**Run 1: wire density map**

Drawn at 4 px/micron. 16 x 16 tiles, from black (low) to pale yellow (high), scaled to the fullest tile. Values are wire area over tile area, all layers added.
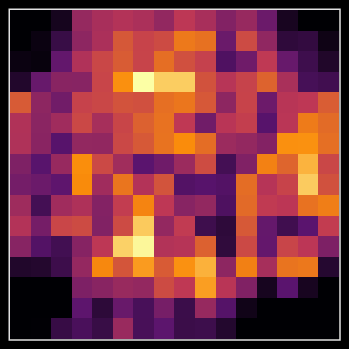
**Run 1: clock wiring as the flow saved it**

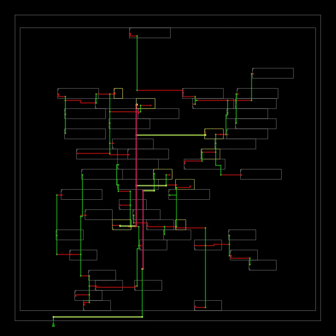
**Run 1: the metal 3 layer**

Drawn at 6 px/micron.
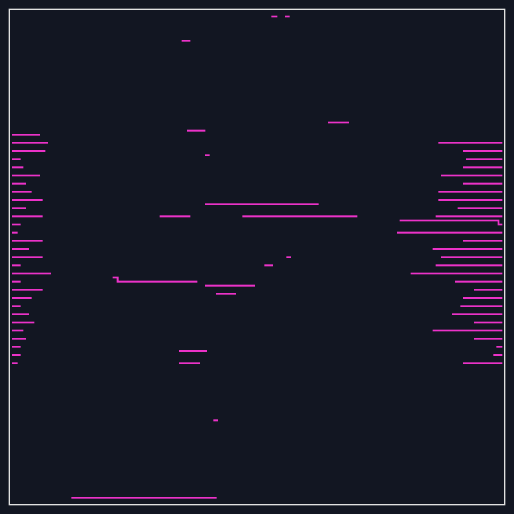
--- src/rtl/lvdc_telem_sched.sv ---
// Telemetry readout scheduler: round-robin grant among four word sources, then
// serialisation of the granted word MSB first behind a one-bit-period frame sync.
module lvdc_telem_sched #(
    parameter int DIV    = 8,
    parameter int WORD_W = 26
) (
    input  logic                  SIM_CLK,
    input  logic                  SIM_RST,
    input  logic [3:0]            REQ,
    input  logic [4*WORD_W-1:0]   DATA,
    input  logic                  HALT,
    output logic [3:0]            ACK,
    output logic [1:0]            CHAN,
    output logic                  BUSY,
    output logic                  SYNC,
    output logic                  STRB,
    output logic                  SDAT,
    output logic                  DONE
);

    localparam int DIV_W = (DIV > 2) ? $clog2(DIV) : 1;
    localparam int CNT_W = $clog2(WORD_W);
    localparam logic [DIV_W-1:0] DIV_LAST = DIV_W'(DIV - 1);
    localparam logic [DIV_W-1:0] DIV_HALF = DIV_W'(DIV / 2);
    localparam logic [CNT_W-1:0] BIT_LAST = CNT_W'(WORD_W - 1);

    typedef enum logic [1:0] {
        ST_IDLE,
        ST_SYNC,
        ST_DATA,
        ST_GAP
    } state_t;

    state_t              state_q;
    state_t              state_d;
    logic [DIV_W-1:0]    div_q;
    logic [CNT_W-1:0]    bitcnt_q;
    logic [WORD_W-1:0]   shift_q;
    logic [1:0]          ptr_q;
    logic [3:0]          ack_q;
    logic [1:0]          chan_q;

    logic                wrap;
    logic                grant_vld;
    logic [1:0]          grant_idx;
    logic [1:0]          cand;
    logic                grant_go;

    assign wrap = (div_q == DIV_LAST);

    // Round-robin search starting just after the last granted requester.
    // Walking the offsets from farthest to nearest lets the nearest hit win.
    always_comb begin
        grant_vld = 1'b0;
        grant_idx = ptr_q;
        cand      = ptr_q;
        for (int k = 4; k >= 1; k--) begin
            cand = ptr_q + 2'(k);
            if (REQ[cand]) begin
                grant_vld = 1'b1;
                grant_idx = cand;
            end
        end
    end

    assign grant_go = (state_q == ST_IDLE) && !HALT && grant_vld;

    always_ff @(posedge SIM_CLK) begin
        if (SIM_RST) begin
            state_q <= ST_IDLE;
        end else begin
            state_q <= state_d;
        end
    end

    always_comb begin
        state_d = state_q;
        case (state_q)
            ST_IDLE: if (grant_go) state_d = ST_SYNC;
            ST_SYNC: if (wrap) state_d = ST_DATA;
            ST_DATA: if (wrap && bitcnt_q == '0) state_d = ST_GAP;
            ST_GAP:  if (wrap) state_d = ST_IDLE;
            default: state_d = ST_IDLE;
        endcase
    end

    // Control registers: divider, bit counter, grant bookkeeping.
    always_ff @(posedge SIM_CLK) begin
        if (SIM_RST) begin
            div_q    <= '0;
            bitcnt_q <= '0;
            ptr_q    <= 2'd3;
            ack_q    <= '0;
            chan_q   <= '0;
        end else begin
            ack_q <= '0;
            if (grant_go) begin
                ack_q  <= 4'b0001 << grant_idx;
                chan_q <= grant_idx;
                ptr_q  <= grant_idx;
                div_q  <= '0;
            end else if (state_q != ST_IDLE) begin
                div_q <= wrap ? '0 : div_q + DIV_W'(1);
            end
            if (state_q == ST_SYNC && wrap) begin
                bitcnt_q <= BIT_LAST;
            end else if (state_q == ST_DATA && wrap) begin
                bitcnt_q <= bitcnt_q - CNT_W'(1);
            end
        end
    end

    // The word is captured only on the grant edge; source changes afterwards are ignored.
    always_ff @(posedge SIM_CLK) begin
        if (grant_go) begin
            shift_q <= DATA[int'(grant_idx)*WORD_W +: WORD_W];
        end else if (state_q == ST_DATA && wrap) begin
            shift_q <= shift_q << 1;
        end
    end

    always_comb begin
        ACK  = ack_q;
        CHAN = chan_q;
        BUSY = (state_q != ST_IDLE);
        SYNC = (state_q == ST_SYNC);
        STRB = ((state_q == ST_SYNC) || (state_q == ST_DATA)) && (div_q >= DIV_HALF);
        SDAT = (state_q == ST_DATA) && shift_q[WORD_W-1];
        DONE = (state_q == ST_GAP) && wrap;
    end

endmodule
--- config.mk ---
export PLATFORM = sky130hd
export DESIGN_NAME = lvdc_telem_sched
export DESIGN_NICKNAME = d
export VERILOG_FILES = /design/src/rtl/lvdc_telem_sched.sv
export SDC_FILE = /design/constraint.sdc
export NUM_CORES = 1
export LEC_CHECK = 0
export ABC_AREA = 0
export ABC_CLOCK_PERIOD_IN_PS = 2400
export CAP_MARGIN = 20
export CORE_UTILIZATION = 42
export DETAILED_ROUTE_END_ITERATION = 8
export GPL_TIMING_DRIVEN = 1
export MAX_ROUTING_LAYER = met4
export PLACE_DENSITY = 0.8
export SKIP_CTS_REPAIR_TIMING = 1
export SYNTH_ARGS = -nofsm -noshare
export SYNTH_HDL_FRONTEND = slang
export SYNTH_SLANG_ARGS = --single-unit
--- constraint.sdc ---
create_clock -name SIM_CLK -period 2.4 [get_ports SIM_CLK]
set_input_delay 0.24 -clock SIM_CLK [delete_from_list [all_inputs] [get_ports SIM_CLK]]
set_output_delay 0.24 -clock SIM_CLK [all_outputs]
set_load 0.02 [all_outputs]
==> results.sh, run 1 <==
# physical design summary
export IMPL_r2r_setup_slack_ps=490
export IMPL_worstSetupStartpoint="state_q[0]"
export IMPL_tightestPinTransition_ps=600
export IMPL_path_buffers=2
export IMPL_power_frac_comb_pct=46.6
export IMPL_drtPass1Iterations=4
export IMPL_design_core_area_sq_mm=0.00606
export IMPL_grt_pass1_wl_mm=9.99
export IMPL_min_from="bitcnt_q[4]"
export IMPL_drv_cap=0
export IMPL_critPathArrivalTime_ps=1910
export IMPL_drt_iter0_markers=128
export IMPL_lay_top_count="clkdlybuf4s50_1"
export IMPL_h_tree_depth=2
export IMPL_power_density_mw_per_mm2=790
export IMPL_ios=122
export IMPL_tritoncts="yes"
export IMPL_reg2reg_depth=5
export IMPL_antennaDiodeCount=0
export IMPL_overflow=0
export IMPL_cts_root_buf="clkbuf_8"
export IMPL_synth_most_common_cell="mux2i_1"
export IMPL_use_met2_pct=33.1
export IMPL_cts_buffers=5
export IMPL_antenna_left=0
export IMPL_finish_utilization_pct=66.9
export IMPL_syn_cell_area_sq_mm=0.00271
export IMPL_ys_seq_share_pct=42.1
export IMPL_syn_instance_count=254
export IMPL_critical_path_depth=4
export IMPL_synth_cell_types=41
export IMPL_required_ps=2160
export IMPL_area_delta_synth_final_pct=49.7
export IMPL_internal_power_mw=2.09
export IMPL_crit_path_end_kind="output pin"
export IMPL_p_sw_mw=1.11
export IMPL_synthTopCellsByArea="edfxtp_1 29%, mux2i_1 20%, dfxtp_1 13%, o221ai_1 7.8%, nand2_1 4.4%"
export IMPL_max_freq_ghz=0.465
export IMPL_hold_end="bitcnt_q[4]"
export IMPL_path_class="flop to output pin"
export IMPL_avgViaCountPerCell=5.37
export IMPL_seq_power_share_pct=38.1
export IMPL_drive_gt1_share_pct=6.18
export IMPL_period_used_pct=89.5
export IMPL_setup_violations=0
export IMPL_reg2reg_to="shift_q[11]"
export IMPL_p_clk_share_pct=15.3
export IMPL_yosys_warnings=0
export IMPL_portBuffers=121
export IMPL_netlist_area_leader_share_pct=28.8
export IMPL_hold_class="flop to flop"
export IMPL_setup_tns_final_ps=0
export IMPL_edf_count=26
export IMPL_clk_pin_slew_worst_paths_ps=90
export IMPL_leakage_nw=1.66
export IMPL_relSlewSlack_pct=59.9
export IMPL_dpl_instance_area_sq_mm=0.00396
export IMPL_ys_area_sq_mm=0.00271
export IMPL_first_global_vias=2160
export IMPL_antenna_found_initial=0
export IMPL_vdd_drop_max_uv=393
export IMPL_layout_top_cells="121 x clkdlybuf4s50_1, 53 x mux2i_1, 32 x nand2_1"
export IMPL_use_met3_pct=3.74
export IMPL_syn_nets=373
export IMPL_yosys_cells=254
export IMPL_avgSynthCellArea_sq_um=10.7
export IMPL_path_cells="inv_1, ha_1, and2_1, clkdlybuf4s50_1"
export IMPL_clockBufferDepth=2
export IMPL_fin_cells=447
export IMPL_nets=490
export IMPL_final_cell_area_sq_mm=0.00406
export IMPL_maxSlewViolCount=0
export IMPL_die_area_sq_mm=0.00678
export IMPL_hold_viol_final=0
export IMPL_worstReg2RegStart="ptr_q[1]"
export IMPL_cp_start_kind="flop"
export IMPL_clock_latency_ps=300
export IMPL_die_height_microns=82.3
export IMPL_top_cells_by_count="53 x mux2i_1, 32 x nand2_1, 26 x edfxtp_1"
export IMPL_busiest_layer="met2"
export IMPL_synthFlopType="edfxtp_1"
export IMPL_cp_top_family="buffers and inverters"
export IMPL_gr_usage_met1_pct=24.8
export IMPL_tool_warnings=30
export IMPL_status="complete, no violations"
export IMPL_drc_errors=0
export IMPL_p_sw_share_pct=34.7
export IMPL_num_rows=28
export IMPL_rsz0062_at_grt="false"
export IMPL_synth_flops=44
export IMPL_finalCriticalPeriod_ps=2150
export IMPL_place_congestion=0.812
export IMPL_synth_top_cell_by_area="edfxtp_1"
export IMPL_max_stage_delay_ps=590
export IMPL_worst_path_max_delay_cell="clkdlybuf4s50_1"
export IMPL_dp_hpwl_mm=5.17
export IMPL_placed_cells=439
export IMPL_grt_max_degree=36
export IMPL_whs_path_depth=1
export IMPL_fill_cells=494
export IMPL_async_reset_ff_share_pct=0
export IMPL_endpoint="SDAT"
export IMPL_worstPathMaxFanout=10
export IMPL_fp_utilization_pct=44.7
export IMPL_fp_dieW_microns=82.3
Back to the opening pictures, 'wire density map':
mean over tiles	0.16
nearly empty tiles	9.0%
fullest tile	0.41
tiles over half the peak	36%
Via Count: 2,399
WL final: 6.87 mm
total global-route track usage: 20.3%
wire per inst: 15.4 microns

Back to the opening pictures, 'clock wiring as the flow saved it':
skew final: 9.98 ps
clock sink count: 44

Back to the opening pictures, 'the metal 3 layer':
nets with wire on the layer	67
longest straight run	23.9 microns
main direction	horizontal
wire length on this layer	426 microns

==> run 1: worst register-to-register path: stages, from the launching register on <==
cell and delay (ps):
dfxtp_1 470, mux2i_1 270, o221a_4 270, buf_12 230, mux2i_1 260, o221ai_1 140
==> run 1: routing by layer <==
layer | routed length [microns] | up-vias
li1 | - | 1196
met1 | 2800 | 1107
met2 | 3470 | 84
met3 | 426 | 12
met4 | 164 | 0
met5 | 0 | -
==> run 1: through the flow <==
stage          setup slack (ps)  total power [mW]  hold WS, ps
2_1_floorplan               355              2.27          433
3_3_place_gp                250              2.70          455
3_5_place_dp                223              2.74          458
4_1_cts                     243              3.23          471
5_1_grt                     118              3.43          506
6_report                    252              3.21          472
==> run 1: cells by family after synthesis <==
family                   count (synthesis)  synth area share, %
AND/OR/NAND/NOR                         70                 12.8
flip-flops                              44                 42.1
multiplexers                            54                 20.0
AND-OR/OR-AND                           50                 14.3
adder cells (fa/ha/maj)                  8                 3.69
buffers and inverters                   28                 7.06
==> run 1: registers in the layout, indices dropped and copies added (netlist names) <==
register / cells
CHAN: 2
shift_q: 26
ptr_q: 2
div_q: 3
state_q: 2
ACK: 4
bitcnt_q: 5
==> run 1: layout make-up <==
cell class | instances | area [sq um] | area share (%)
clock buffer | 6 | 82.6 | 2.04
clock inverter | 2 | 13.8 | 0.339
inverter | 10 | 37.5 | 0.925
multi-input combinational | 182 | 1390 | 34.2
sequential | 44 | 1140 | 28.1
tap | 75 | 93.8 | 2.31
timing repair buffer | 128 | 1300 | 32.1
==> run 1: power groups by stage <==
stage	sequential, mW	combinational (mW)	clock (mW)
finish	1.22	1.50	0.491
CTS	1.22	1.51	0.505
global route	1.24	1.66	0.533
global placement	1.23	1.47	0
floorplan	1.22	1.05	0
detailed placement	1.23	1.50	0
**Run 1: sizing map**

Drawn at 6 px/micron.
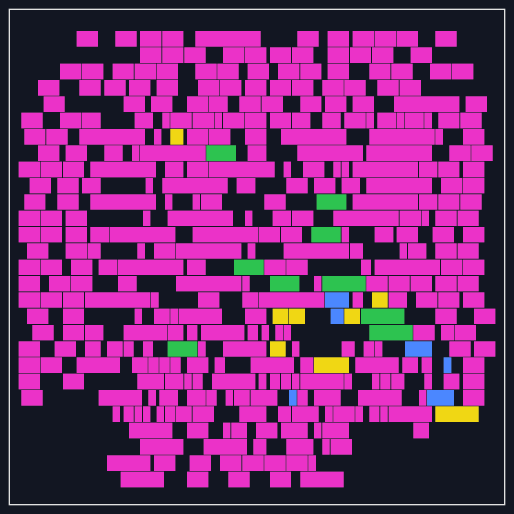

--- run 2 (diff from run 1) ---
Settings changed: GPL_TIMING_DRIVEN 1 to not set, PLACE_DENSITY 0.8 to 0.82.
**Run 2: sizing map**

Drawn at 6 px/micron.
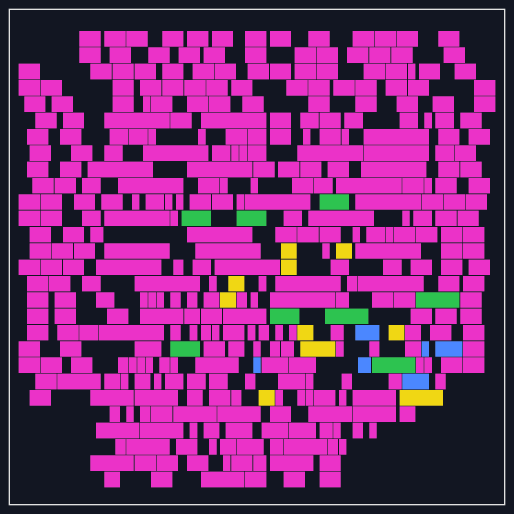
size	color	cells	share
x2	blue	6	1.6%
x1 and smaller	magenta	351	94%
x6 and larger	green	8	2.1%
x3 and x4	yellow	10	2.7%

**Run 2: wire density map**

Drawn at 4 px/micron. 16 x 16 tiles, from black (low) to pale yellow (high), scaled to the fullest tile. Values are wire area over tile area, all layers added.
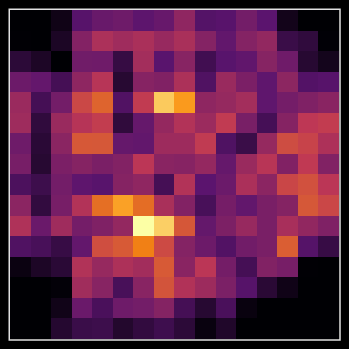
emptiest ninth of the die	bottom right
fullest tile	0.56
nearly empty tiles	11%
tiles over half the peak	13%

==> run 2 against run 1 <==
  * Critical path depth stayed put
  * Count of clock-buffer cells in the layout stayed put
  * Worst setup slack lost 28 ps
==> results.sh, run 2 <==
# physical design summary
export IMPL_setup_violations=0
export IMPL_setup_tns_final_ps=0
export IMPL_worstReg2RegStart="ptr_q[1]"
export IMPL_worstSetupStartpoint="state_q[0]"
export IMPL_vias=2420
export IMPL_gr_usage_met1_pct=27.9
export IMPL_grt_pass1_wl_mm=10.9
export IMPL_fp_dieW_microns=82.3
export IMPL_antenna_left=0
export IMPL_top_cells_by_count="53 x mux2i_1, 32 x nand2_1, 26 x edfxtp_1"
export IMPL_use_met3_pct=4.18
export IMPL_ys_area_sq_mm=0.00271
export IMPL_clock_latency_ps=300
export IMPL_overflow=0
export IMPL_period_used_pct=90.7
export IMPL_path_class="flop to output pin"
export IMPL_yosys_cells=254
export IMPL_use_met2_pct=35.6
export IMPL_wl_per_cell_microns=15.9
export IMPL_drive_gt1_share_pct=6.40
export IMPL_p_sw_share_pct=35.3
export IMPL_finalCriticalPeriod_ps=2180
export IMPL_wl_met2_mm=3.66
export IMPL_status="complete, no violations"
export IMPL_synthTopCellsByArea="edfxtp_1 29%, mux2i_1 20%, dfxtp_1 13%, o221ai_1 7.8%, nand2_1 4.4%"
export IMPL_ys_seq_share_pct=42.1
export IMPL_clk_pin_slew_worst_paths_ps=80
export IMPL_power_frac_comb_pct=48.0
export IMPL_cts_root_buf="clkbuf_8"
export IMPL_tool_warnings=30
export IMPL_yosys_warnings=0
export IMPL_drt_wl_total_mm=7.18
export IMPL_grt_max_degree=37
export IMPL_p_sw_mw=1.14
export IMPL_maxSlewViolCount=0
export IMPL_max_freq_ghz=0.459
export IMPL_largest_register_ffs=26
export IMPL_clockBufferDepth=2
export IMPL_dp_hpwl_mm=5.52
export IMPL_topRoutingLayerUsed="met4"
export IMPL_seq_power_share_pct=38.0
export IMPL_top_register="shift_q"
export IMPL_critPathArrivalTime_ps=1940
export IMPL_async_reset_ff_share_pct=0
export IMPL_drtPass1Iterations=4
export IMPL_yosys_area_share_simple_pct=12.8
export IMPL_avgViaCountPerCell=5.38
export IMPL_layout_top_cells="121 x clkdlybuf4s50_1, 53 x mux2i_1, 32 x nand2_1"
export IMPL_cp_top_family="buffers and inverters"
export IMPL_relSlewSlack_pct=61.4
export IMPL_wl_met1_mm=2.95
export IMPL_rsz0062_at_grt="false"
export IMPL_synthFlopType="edfxtp_1"
export IMPL_synth_adder_area_share_pct=3.69
export IMPL_drt_iter0_markers=126
export IMPL_cp_start_kind="flop"
export IMPL_leakage_nw=1.66
export IMPL_register_area_sq_mm=0.00114
export IMPL_drc_errors=0
export IMPL_wl_met3_microns=497
export IMPL_h_tree_depth=2
export IMPL_area_delta_synth_final_pct=50.0
export IMPL_synthAoiAreaFrac_pct=14.3
export IMPL_synthTopLogicFamily="multiplexers"
export IMPL_edf_count=26
export IMPL_ys_sh_xor_pct=0
export IMPL_synth_cell_types=41
export IMPL_required_ps=2160
export IMPL_logic_area_sq_mm=0.00139
export IMPL_path_buffers=2
export IMPL_crit_path_end_kind="output pin"
export IMPL_die_height_microns=82.3
export IMPL_syn_instance_count=254
export IMPL_internal_power_mw=2.09
export IMPL_hold_viol_final=0
export IMPL_tightestPinTransition_ps=576
export IMPL_synth_top_cell_by_area="edfxtp_1"
export IMPL_nets=493
export IMPL_tritoncts="yes"
export IMPL_portBuffers=121
export IMPL_die_area_sq_mm=0.00678
export IMPL_place_congestion=0.877
export IMPL_grt_total_usage_pct=22.0
export IMPL_first_global_vias=2315
export IMPL_min_from="CHAN[1]"
export IMPL_finalClockSkew_ps=9.58
export IMPL_avgSynthCellArea_sq_um=10.7
export IMPL_syn_cell_area_sq_mm=0.00271
export IMPL_worst_path_max_delay_cell="clkdlybuf4s50_1"
export IMPL_netlist_area_leader_share_pct=28.8
export IMPL_lay_top_count="clkdlybuf4s50_1"
export IMPL_drv_cap=0
export IMPL_max_stage_delay_ps=620
export IMPL_design_core_area_sq_mm=0.00606
export IMPL_synth_most_common_cell="mux2i_1"
export IMPL_hold_class="flop to flop"
export IMPL_busiest_layer="met2"
export IMPL_power_density_mw_per_mm2=793
export IMPL_antennaDiodeCount=0
export IMPL_fill_cells=505
export IMPL_mux_area_share_pct=20.0
export IMPL_syn_nets=373
export IMPL_antenna_found_initial=0
export IMPL_worstPathMaxFanout=10
export IMPL_placed_cells=442
export IMPL_p_clk_share_pct=14.0
export IMPL_cts_sinks=44
export IMPL_ios=122
export IMPL_fin_cells=450
export IMPL_vdd_drop_max_uv=507
export IMPL_path_cells="inv_1, ha_1, and2_1, clkdlybuf4s50_1"
export IMPL_num_rows=28
export IMPL_fp_utilization_pct=44.7
export IMPL_synth_flops=44
export IMPL_cts_buffers=5
## run 2: cell counts after synthesis
No cell type changed its count.
## run 2: cell families (layout without fill, tap and decap cells)
logic type / Yosys count / in the layout
adders and majority gates: 8 / 8
and+or+nand+nor: 70 / 70
AOI/OAI and AO/OA: 50 / 50
DFF: 44 / 44
buffers and inverters: 28 / 149
muxes: 54 / 54
## run 2: final cells by class
| class | count | share of cell area, % |
|---|---|---|
| clock buffer | 6 | 1.78 |
| tap | 75 | 2.31 |
| sequential | 44 | 28.1 |
| inverter | 10 | 0.923 |
| multi-input combinational | 182 | 34.1 |
| timing repair buffer | 131 | 32.6 |
| clock inverter | 2 | 0.277 |
## run 2: final timing paths
| kind | to | cells past startpoint | slack [ps] |
|---|---|---|---|
| hold / removal | CHAN[1] | 2 | 460 |
| hold reg to reg | CHAN[1] | 2 | 460 |
| setup reg to reg | shift_q[16] | 5 | 420 |
| setup / recovery | SDAT | 4 | 220 |
## run 2: power by group through the flow
stage	logic [mW]	registers, mW	clock network, mW
floorplan	1.05	1.22	0
global placement	1.50	1.23	0
detailed placement	1.55	1.24	0
CTS	1.56	1.22	0.455
global route	1.70	1.25	0.492
finish	1.55	1.22	0.450
## run 2: worst min-delay path, cell delays in order, from the launching register on
cell and delay, ps:
dfxtp_1 310, nand2_1 50, a21oi_1 50
## run 2: stage by stage
step | instance area [sq um] | util (%) | worst slack [ps] | hold WS (ps) | power (mW)
after floorplan | 2710 | - | 355 | 433 | 2.27
after global placement | 3980 | 65.7 | 231 | 450 | 2.74
after detailed placement | 3980 | 65.7 | 183 | 449 | 2.79
after CTS | 4070 | 67.1 | 215 | 460 | 3.24
after global routing | 4070 | 67.1 | 95.8 | 502 | 3.44
final | 4070 | 67.1 | 224 | 459 | 3.22
--- run 3 (diff from run 2) ---
Settings changed: CAP_MARGIN 20 to not set.
**Run 3: the metal 3 layer**

Drawn at 6 px/micron.
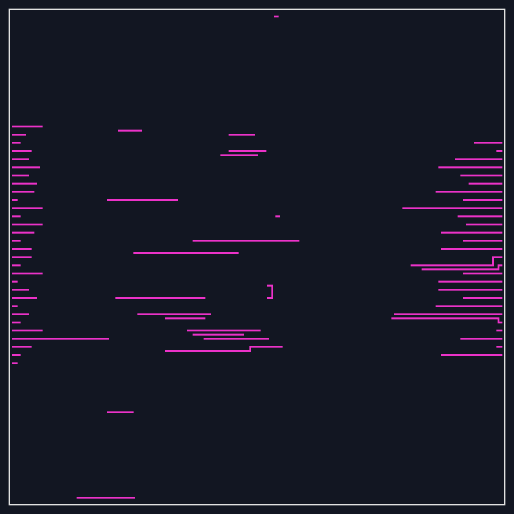
longest straight run	17.8 microns
nets with wire on the layer	71
wire length on this layer	497 microns
share of all routed wire	6.9%
main direction	horizontal
WL final: 7.18 mm
met3 Resource Use GR: 4.18%
Via Count: 2,420

==> run 3 against run 2 <==
  * First-iteration DRC count is the same
  * Sequential power about the same
  * Design area is the same
  * Clock skew is the same
  * Register-to-register slack about the same
  * Fmax unchanged
  * Worst setup slack unchanged
  * Largest power group unchanged
  * Critical path depth is the same
  * Core utilization did not move
  * Highest routed layer unchanged
  * Area after synthesis stayed put
  * Combinational power about the same
==> results.sh, run 3 <==
# physical design summary
export IMPL_finish_utilization_pct=67.1
export IMPL_status="complete, no violations"
export IMPL_first_global_vias=2315
export IMPL_yosys_cells=254
export IMPL_setup_violations=0
export IMPL_ys_area_sq_mm=0.00271
export IMPL_final_cell_area_sq_mm=0.00407
export IMPL_setup_tns_final_ps=0
export IMPL_ys_seq_share_pct=42.1
export IMPL_grt_max_degree=37
export IMPL_path_cells="inv_1, ha_1, and2_1, clkdlybuf4s50_1"
export IMPL_num_rows=28
export IMPL_power_frac_comb_pct=48.0
export IMPL_grt_pass1_wl_mm=10.9
export IMPL_h_tree_depth=2
export IMPL_nets=493
export IMPL_power_total_mw=3.22
export IMPL_period_used_pct=90.7
export IMPL_worstPathMaxFanout=10
export IMPL_clockBufferDepth=2
export IMPL_critPathArrivalTime_ps=1940
export IMPL_synth_cell_types=41
export IMPL_tightestPinTransition_ps=576
export IMPL_fp_utilization_pct=44.7
export IMPL_grt_total_usage_pct=22.0
export IMPL_maxSlewViolCount=0
export IMPL_async_reset_ff_share_pct=0
export IMPL_min_from="CHAN[1]"
export IMPL_seq_power_share_pct=38.0
export IMPL_max_freq_ghz=0.459
export IMPL_clk_pin_slew_worst_paths_ps=80
export IMPL_crit_path_end_kind="output pin"
export IMPL_antennaDiodeCount=0
export IMPL_top_register="shift_q"
export IMPL_vdd_drop_max_uv=507
export IMPL_drv_cap=0
export IMPL_antenna_found_initial=0
export IMPL_finalCriticalPeriod_ps=2180
export IMPL_path_class="flop to output pin"
export IMPL_top_cells_by_count="53 x mux2i_1, 32 x nand2_1, 26 x edfxtp_1"
export IMPL_cp_top_family="buffers and inverters"
export IMPL_path_buffers=2
export IMPL_antenna_left=0
export IMPL_die_height_microns=82.3
export IMPL_placed_cells=442
export IMPL_drtPass1Iterations=4
export IMPL_reg2reg_depth=5
export IMPL_p_sw_share_pct=35.3
export IMPL_tritoncts="yes"
export IMPL_place_congestion=0.877
export IMPL_ios=122
export IMPL_synthFlopType="edfxtp_1"
export IMPL_portBuffers=121
export IMPL_hold_viol_final=0
export IMPL_synthTopCellsByArea="edfxtp_1 29%, mux2i_1 20%, dfxtp_1 13%, o221ai_1 7.8%, nand2_1 4.4%"
export IMPL_cts_root_buf="clkbuf_8"
export IMPL_synth_top_cell_by_area="edfxtp_1"
export IMPL_worstReg2RegStart="ptr_q[1]"
export IMPL_drive_gt1_share_pct=6.40
export IMPL_hold_class="flop to flop"
export IMPL_worst_path_max_delay_cell="clkdlybuf4s50_1"
export IMPL_largest_register_ffs=26
export IMPL_cts_buffers=5
export IMPL_reg2reg_to="shift_q[16]"
export IMPL_syn_instance_count=254
export IMPL_internal_power_mw=2.09
export IMPL_r2r_setup_slack_ps=420
export IMPL_design_core_area_sq_mm=0.00606
export IMPL_syn_nets=373
export IMPL_place_ws_ps=183
export IMPL_clock_latency_ps=300
export IMPL_cts_sinks=44
export IMPL_whs_path_depth=2
export IMPL_fp_dieW_microns=82.3
export IMPL_layout_top_cells="121 x clkdlybuf4s50_1, 53 x mux2i_1, 32 x nand2_1"
export IMPL_drc_errors=0
export IMPL_wl_per_cell_microns=15.9
export IMPL_rsz0062_at_grt="false"
export IMPL_leakage_nw=1.66
export IMPL_max_stage_delay_ps=620
export IMPL_netlist_area_leader_share_pct=28.8
export IMPL_hold_end="CHAN[1]"
export IMPL_power_density_mw_per_mm2=793
export IMPL_drt_iter0_markers=126
export IMPL_setup_slack_ps=224
export IMPL_p_sw_mw=1.14
export IMPL_avgViaCountPerCell=5.38
export IMPL_synth_flops=44
export IMPL_overflow=0
export IMPL_die_area_sq_mm=0.00678
export IMPL_avgSynthCellArea_sq_um=10.7
export IMPL_dp_hpwl_mm=5.52
export IMPL_synth_most_common_cell="mux2i_1"
export IMPL_fin_cells=450
export IMPL_required_ps=2160
export IMPL_syn_cell_area_sq_mm=0.00271
export IMPL_cp_start_kind="flop"
export IMPL_p_clk_share_pct=14.0
export IMPL_fill_cells=505
export IMPL_relSlewSlack_pct=61.4
export IMPL_area_delta_synth_final_pct=50.0
export IMPL_finalClockSkew_ps=9.58
export IMPL_edf_count=26
export IMPL_timing_hold_ws_ps=459
export IMPL_yosys_warnings=0
export IMPL_dpl_instance_area_sq_mm=0.00398
export IMPL_tool_warnings=30
export IMPL_lay_top_count="clkdlybuf4s50_1"
**Run 3: sizing map**

Drawn at 6 px/micron.
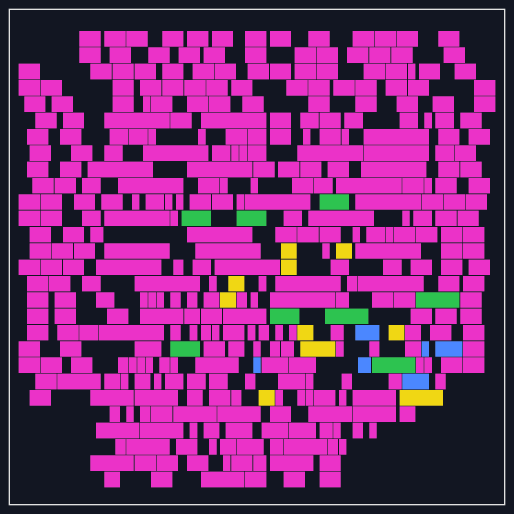
size	color	cells	share
x2	blue	6	1.6%
x3 and x4	yellow	10	2.7%
x1 and smaller	magenta	351	94%
x6 and larger	green	8	2.1%

run 3: cell counts in the layout (fill, tap and decap cells not counted):
No cell type changed its count.
run 3: area by class of cell:
type | instances | area (sq um) | share of cell area, %
multi-input combinational | 182 | 1390 | 34.1
timing repair buffer | 131 | 1320 | 32.6
sequential | 44 | 1140 | 28.1
tap | 75 | 93.8 | 2.31
clock buffer | 6 | 72.6 | 1.78
inverter | 10 | 37.5 | 0.923
clock inverter | 2 | 11.3 | 0.277
run 3: layer usage:
| metal | wire length, microns | global-route usage [%] |
|---|---|---|
| met5 | 0 | - |
| met3 | 497 | 4.18 |
| met2 | 3660 | 35.6 |
| met1 | 2950 | 27.9 |
| met4 | 74 | 6.49 |
run 3: worst max-delay path by stage:
stage / from / endpoint / slack (ps) / depth (start not counted)
2_1_floorplan: REQ[1] / shift_q[0] / 360 / 5
3_3_place_gp: REQ[2] / shift_q[20] / 230 / 7
3_5_place_dp: REQ[2] / shift_q[20] / 180 / 7
4_1_cts: state_q[0] / SDAT / 220 / 4
5_1_grt: state_q[0] / SDAT / 100 / 4
6_report: state_q[0] / SDAT / 220 / 4
run 3: cells by family after synthesis:
group / count (synthesis) / share of synthesized area (%)
flip-flops: 44 / 42.1
buffers and inverters: 28 / 7.06
adder cells (fa/ha/maj): 8 / 3.69
multiplexers: 54 / 20.0
AND-OR/OR-AND: 50 / 14.3
AND/OR/NAND/NOR: 70 / 12.8
run 3: power groups by stage:
stage	Sequential [mW]	Combinational, mW	Clock (mW)
floorplan	1.22	1.05	0
global placement	1.23	1.50	0
detailed placement	1.24	1.55	0
CTS	1.22	1.56	0.455
global route	1.25	1.70	0.492
finish	1.22	1.55	0.450
Power and IR drop assume default switching activity.
